`src/rtl/warp_lsu.sv`:
```
// warp_lsu: per-warp load/store unit.
// Latches a warp's operands on start, then issues one memory request per enabled
// thread in ascending thread order over a single valid/ready port and collects the
// load results into lsu_out. All outputs are registered.

`timescale 1ns/1ps

`ifndef DATA_WIDTH
`define DATA_WIDTH 32
`endif

module warp_lsu #(
  parameter int unsigned THREADS_PER_WARP = 16,
  parameter int unsigned DATA_WIDTH       = `DATA_WIDTH
) (
  input  logic                                             clk,
  input  logic                                             reset,
  input  logic                                             start,
  input  logic [THREADS_PER_WARP-1:0]                      thread_enable,
  input  logic                                             decoded_mem_read_enable,
  input  logic                                             decoded_mem_write_enable,
  input  logic [DATA_WIDTH-1:0]                            decoded_immediate,
  input  logic [THREADS_PER_WARP-1:0][DATA_WIDTH-1:0]      rs1,
  input  logic [THREADS_PER_WARP-1:0][DATA_WIDTH-1:0]      rs2,
  output logic                                             mem_req_valid,
  input  logic                                             mem_req_ready,
  output logic                                             mem_req_write,
  output logic [DATA_WIDTH-1:0]                            mem_req_addr,
  output logic [DATA_WIDTH-1:0]                            mem_req_wdata,
  input  logic                                             mem_resp_valid,
  input  logic [DATA_WIDTH-1:0]                            mem_resp_rdata,
  output logic [THREADS_PER_WARP-1:0][DATA_WIDTH-1:0]      lsu_out,
  output logic                                             lsu_busy,
  output logic                                             lsu_done
);

  localparam int unsigned PtrW = (THREADS_PER_WARP > 1) ? $clog2(THREADS_PER_WARP) : 1;

  typedef logic [DATA_WIDTH-1:0] data_t;

  typedef enum logic [1:0] {
    StIdle,
    StRequest,
    StWait,
    StDone
  } state_e;

  state_e                                        state_q;
  logic [PtrW-1:0]                               ptr_q;
  logic [THREADS_PER_WARP-1:0]                   mask_q;
  logic                                          load_q;
  data_t                                         imm_q;
  logic [THREADS_PER_WARP-1:0][DATA_WIDTH-1:0]   rs1_q;
  logic [THREADS_PER_WARP-1:0][DATA_WIDTH-1:0]   rs2_q;
  logic                                          req_valid_q;
  logic                                          req_write_q;
  data_t                                         req_addr_q;
  data_t                                         req_wdata_q;
  logic [THREADS_PER_WARP-1:0][DATA_WIDTH-1:0]   out_q;
  logic                                          busy_q;
  logic                                          done_q;

  logic            first_found;
  logic [PtrW-1:0] first_idx;
  logic            next_found;
  logic [PtrW-1:0] next_idx;
  logic            op_valid;
  data_t           start_addr;
  data_t           next_addr;

  // Thread selection: lowest enabled thread of the incoming mask, and the next
  // enabled thread above the current pointer in the latched mask.
  always_comb begin
    first_found = 1'b0;
    first_idx   = '0;
    next_found  = 1'b0;
    next_idx    = '0;
    for (int i = 0; i < int'(THREADS_PER_WARP); i++) begin
      if (!first_found && thread_enable[i]) begin
        first_found = 1'b1;
        first_idx   = PtrW'(i);
      end
      if (!next_found && mask_q[i] && (i > int'(ptr_q))) begin
        next_found = 1'b1;
        next_idx   = PtrW'(i);
      end
    end
  end

  // Request fields for the first thread (from live inputs) and the next thread
  // (from latched operands); addresses wrap modulo 2^DATA_WIDTH.
  always_comb begin
    op_valid   = decoded_mem_read_enable | decoded_mem_write_enable;
    start_addr = rs1[first_idx] + decoded_immediate;
    next_addr  = rs1_q[next_idx] + imm_q;
  end

  // Main FSM with all outputs registered.
  always_ff @(posedge clk or negedge reset) begin
    if (!reset) begin
      state_q     <= StIdle;
      ptr_q       <= '0;
      mask_q      <= '0;
      load_q      <= 1'b0;
      imm_q       <= '0;
      rs1_q       <= '0;
      rs2_q       <= '0;
      req_valid_q <= 1'b0;
      req_write_q <= 1'b0;
      req_addr_q  <= '0;
      req_wdata_q <= '0;
      out_q       <= '0;
      busy_q      <= 1'b0;
      done_q      <= 1'b0;
    end else begin
      case (state_q)
        StIdle: begin
          if (start) begin
            mask_q      <= thread_enable;
            load_q      <= decoded_mem_read_enable;
            // A load takes priority when both enables are set.
            req_write_q <= decoded_mem_write_enable & ~decoded_mem_read_enable;
            imm_q       <= decoded_immediate;
            rs1_q       <= rs1;
            rs2_q       <= rs2;
            busy_q      <= 1'b1;
            if (op_valid && first_found) begin
              state_q     <= StRequest;
              ptr_q       <= first_idx;
              req_valid_q <= 1'b1;
              req_addr_q  <= start_addr;
              req_wdata_q <= rs2[first_idx];
            end else begin
              state_q <= StDone;
              done_q  <= 1'b1;
            end
          end
        end
        StRequest: begin
          // Fields are held untouched until the memory accepts.
          if (mem_req_ready) begin
            req_valid_q <= 1'b0;
            state_q     <= StWait;
          end
        end
        StWait: begin
          if (mem_resp_valid) begin
            if (load_q) begin
              out_q[ptr_q] <= mem_resp_rdata;
            end
            if (next_found) begin
              state_q     <= StRequest;
              ptr_q       <= next_idx;
              req_valid_q <= 1'b1;
              req_addr_q  <= next_addr;
              req_wdata_q <= rs2_q[next_idx];
            end else begin
              state_q <= StDone;
              done_q  <= 1'b1;
            end
          end
        end
        StDone: begin
          done_q  <= 1'b0;
          busy_q  <= 1'b0;
          state_q <= StIdle;
        end
        default: begin
          state_q <= StIdle;
        end
      endcase
    end
  end

  assign mem_req_valid = req_valid_q;
  assign mem_req_write = req_write_q;
  assign mem_req_addr  = req_addr_q;
  assign mem_req_wdata = req_wdata_q;
  assign lsu_out       = out_q;
  assign lsu_busy      = busy_q;
  assign lsu_done      = done_q;

endmodule

```
`config.mk`:
```
export PLATFORM = sky130hd
export DESIGN_NAME = warp_lsu
export DESIGN_NICKNAME = d
export VERILOG_FILES = /design/src/rtl/warp_lsu.sv
export SDC_FILE = /design/constraint.sdc
export NUM_CORES = 2
export LEC_CHECK = 0
export ABC_CLOCK_PERIOD_IN_PS = 6650
export CELL_PAD_IN_SITES_DETAIL_PLACEMENT = 0
export CELL_PAD_IN_SITES_GLOBAL_PLACEMENT = 1
export CORE_AREA = 2 2 659 661
export CTS_BUF_LIST = sky130_fd_sc_hd__clkbuf_2 sky130_fd_sc_hd__clkbuf_4 sky130_fd_sc_hd__clkbuf_8
export CTS_CLUSTER_DIAMETER = 200
export DETAILED_ROUTE_END_ITERATION = 10
export DIE_AREA = 0 0 661 663
export PLACE_DENSITY_LB_ADDON = 0.2
export SKIP_LAST_GASP = 1
export SLEW_MARGIN = 20
export SYNTH_ARGS = -nofsm -noshare
export SYNTH_HDL_FRONTEND = slang
export SYNTH_SLANG_ARGS = --single-unit
export TNS_END_PERCENT = 30
```
`constraint.sdc`:
```
create_clock -name clk -period 6.65 [get_ports clk]
set_input_delay 1.6625 -clock clk [delete_from_list [all_inputs] [get_ports clk]]
set_output_delay 1.6625 -clock clk [all_outputs]
set_load 0.02 [all_outputs]
```
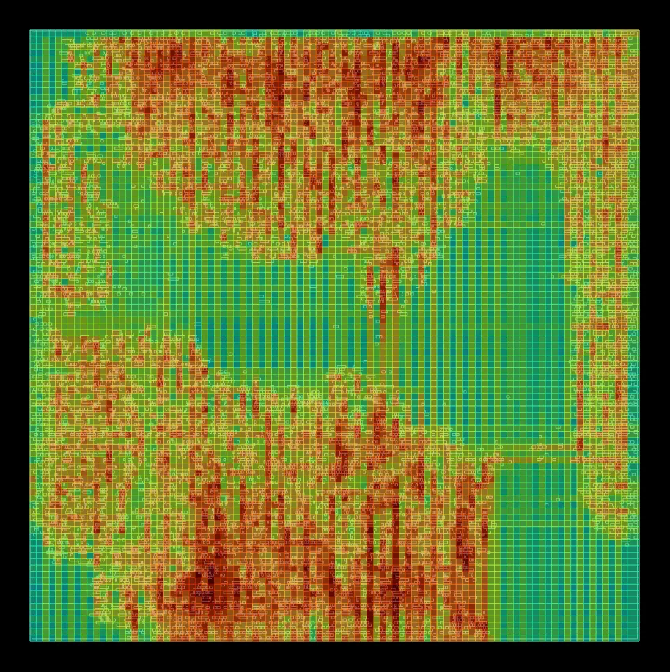
Figure 1: congestion heat map.
Core Util, Final: 27.8%
M3 GR Usage: 4.82%

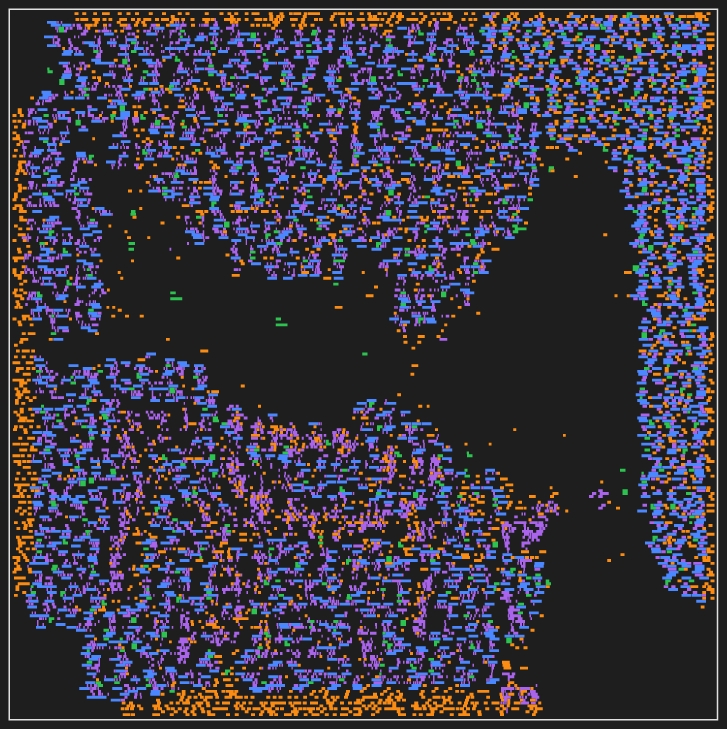
Figure 2: placement by cell class.
Green marks clock drivers and dummy loads, cells 585. Purple marks all other logic, cells 7397. Blue marks flip-flops, cells 1658. Orange marks other buffers and delay cells, cells 2470.

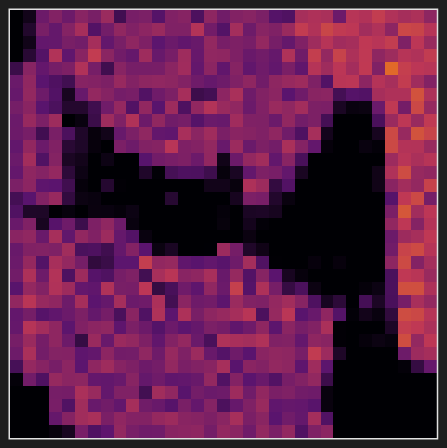
Figure 3: placement density heat map.
33 x 33 tiles, from black (low) to pale yellow (high), 0 to 100% covered.
The densest ninth of the die: upper right. The fullest tile reaches 65%. The mean over all tiles is 26%. 21% of the tiles are nearly empty.

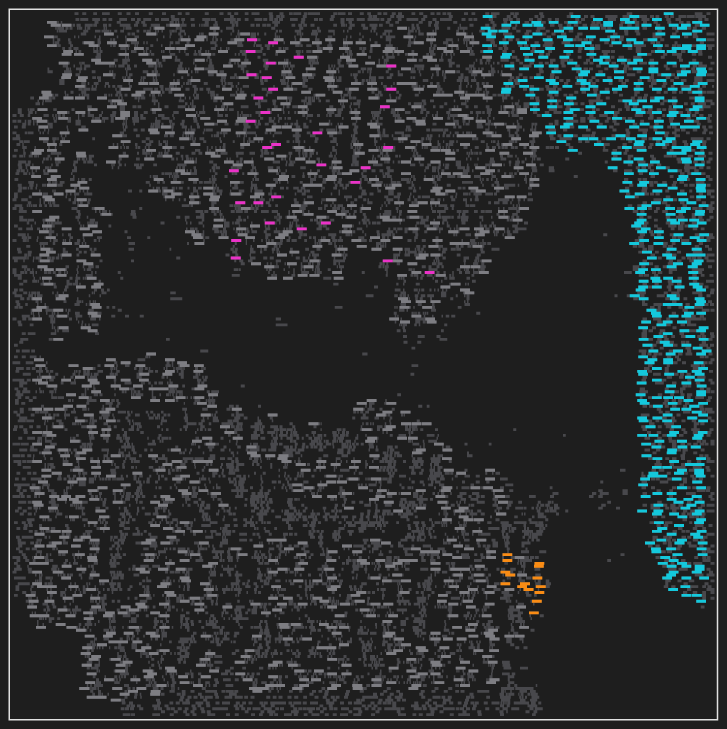
Figure 4: register map, names as in the netlist.
Cyan marks lsu_out, placed flops 512, where a column on the right. Orange marks mask_q, placed flops 15, where lower right. Magenta marks mem_req_wdata, placed flops 32.
Another 1099 sequential cells are not coloured.

==> qor.yml <==
final_timing:
  grt_setup_unrepaired: "true"
  tightestPinTransition_ns: 1.24
finish:
  area_dominant_class: "registers"
  drive_gt1_share_pct: 16.2
  seqCellArea_um2: 41500
logic_synthesis:
  synth_xor_xnor_area_share_pct: 0.555
  simple_gate_area_share_pct: 24.8
  yosysWarnings: 0
  ys_area_um2: 84500
  async_flop_share_pct: 100
  yosys-top-cells-area: "dfrtp_1 (49%), nand2_1 (19%), mux2_2 (6.9%)"
  ff_type: "dfrtp_1"
  synth.yosys.seq_area_share_pct: 49.1
  synth_flops: 1658
run_status:
  status: "completed"
critical_path:
  cp_data_required_time_ns: 7.56
  crit_buf_inv: 4
  crit_fanout: 29
  regToRegSetupSlack_ns: 0.25
  cp_cell_sequence: "clkdlybuf4s50_1, nor4_2, nand2_1, o32a_2, buf_12, buf_12, a211oi_1, a311oi_1, a21oi_1, a21oi_1, buf_4, fa_1, a21o_1, a21oi_1, nand2b_1, a21oi_1, a21o_1, a31oi_1, o31ai_1, a21o_1, a221oi_1, xor2_1, a21oi_1"
route:
  routed.top_layer: "met5"
  via_count: 84800
  drt_iter0_drc: 7396
  ant_nets: 0
  met3_length_um: 35800
floorplan:
  coreArea_um2: 432000
  chipArea_um2: 438000
  fp_util_pct: 19.6
place:
  portBuffers: 1690
  hpwl_um: 415000
  place_congestion: 0.946
power:
  combPwrFrac_pct: 57.8
  p_int_mw: 33.8
  switching_share_pct: 48.2
  seq_power_share_pct: 24.3
global_routing:
  grt_max_degree: 179
  grtUsageMet2_pct: 36.2
Power and IR drop assume default switching activity.
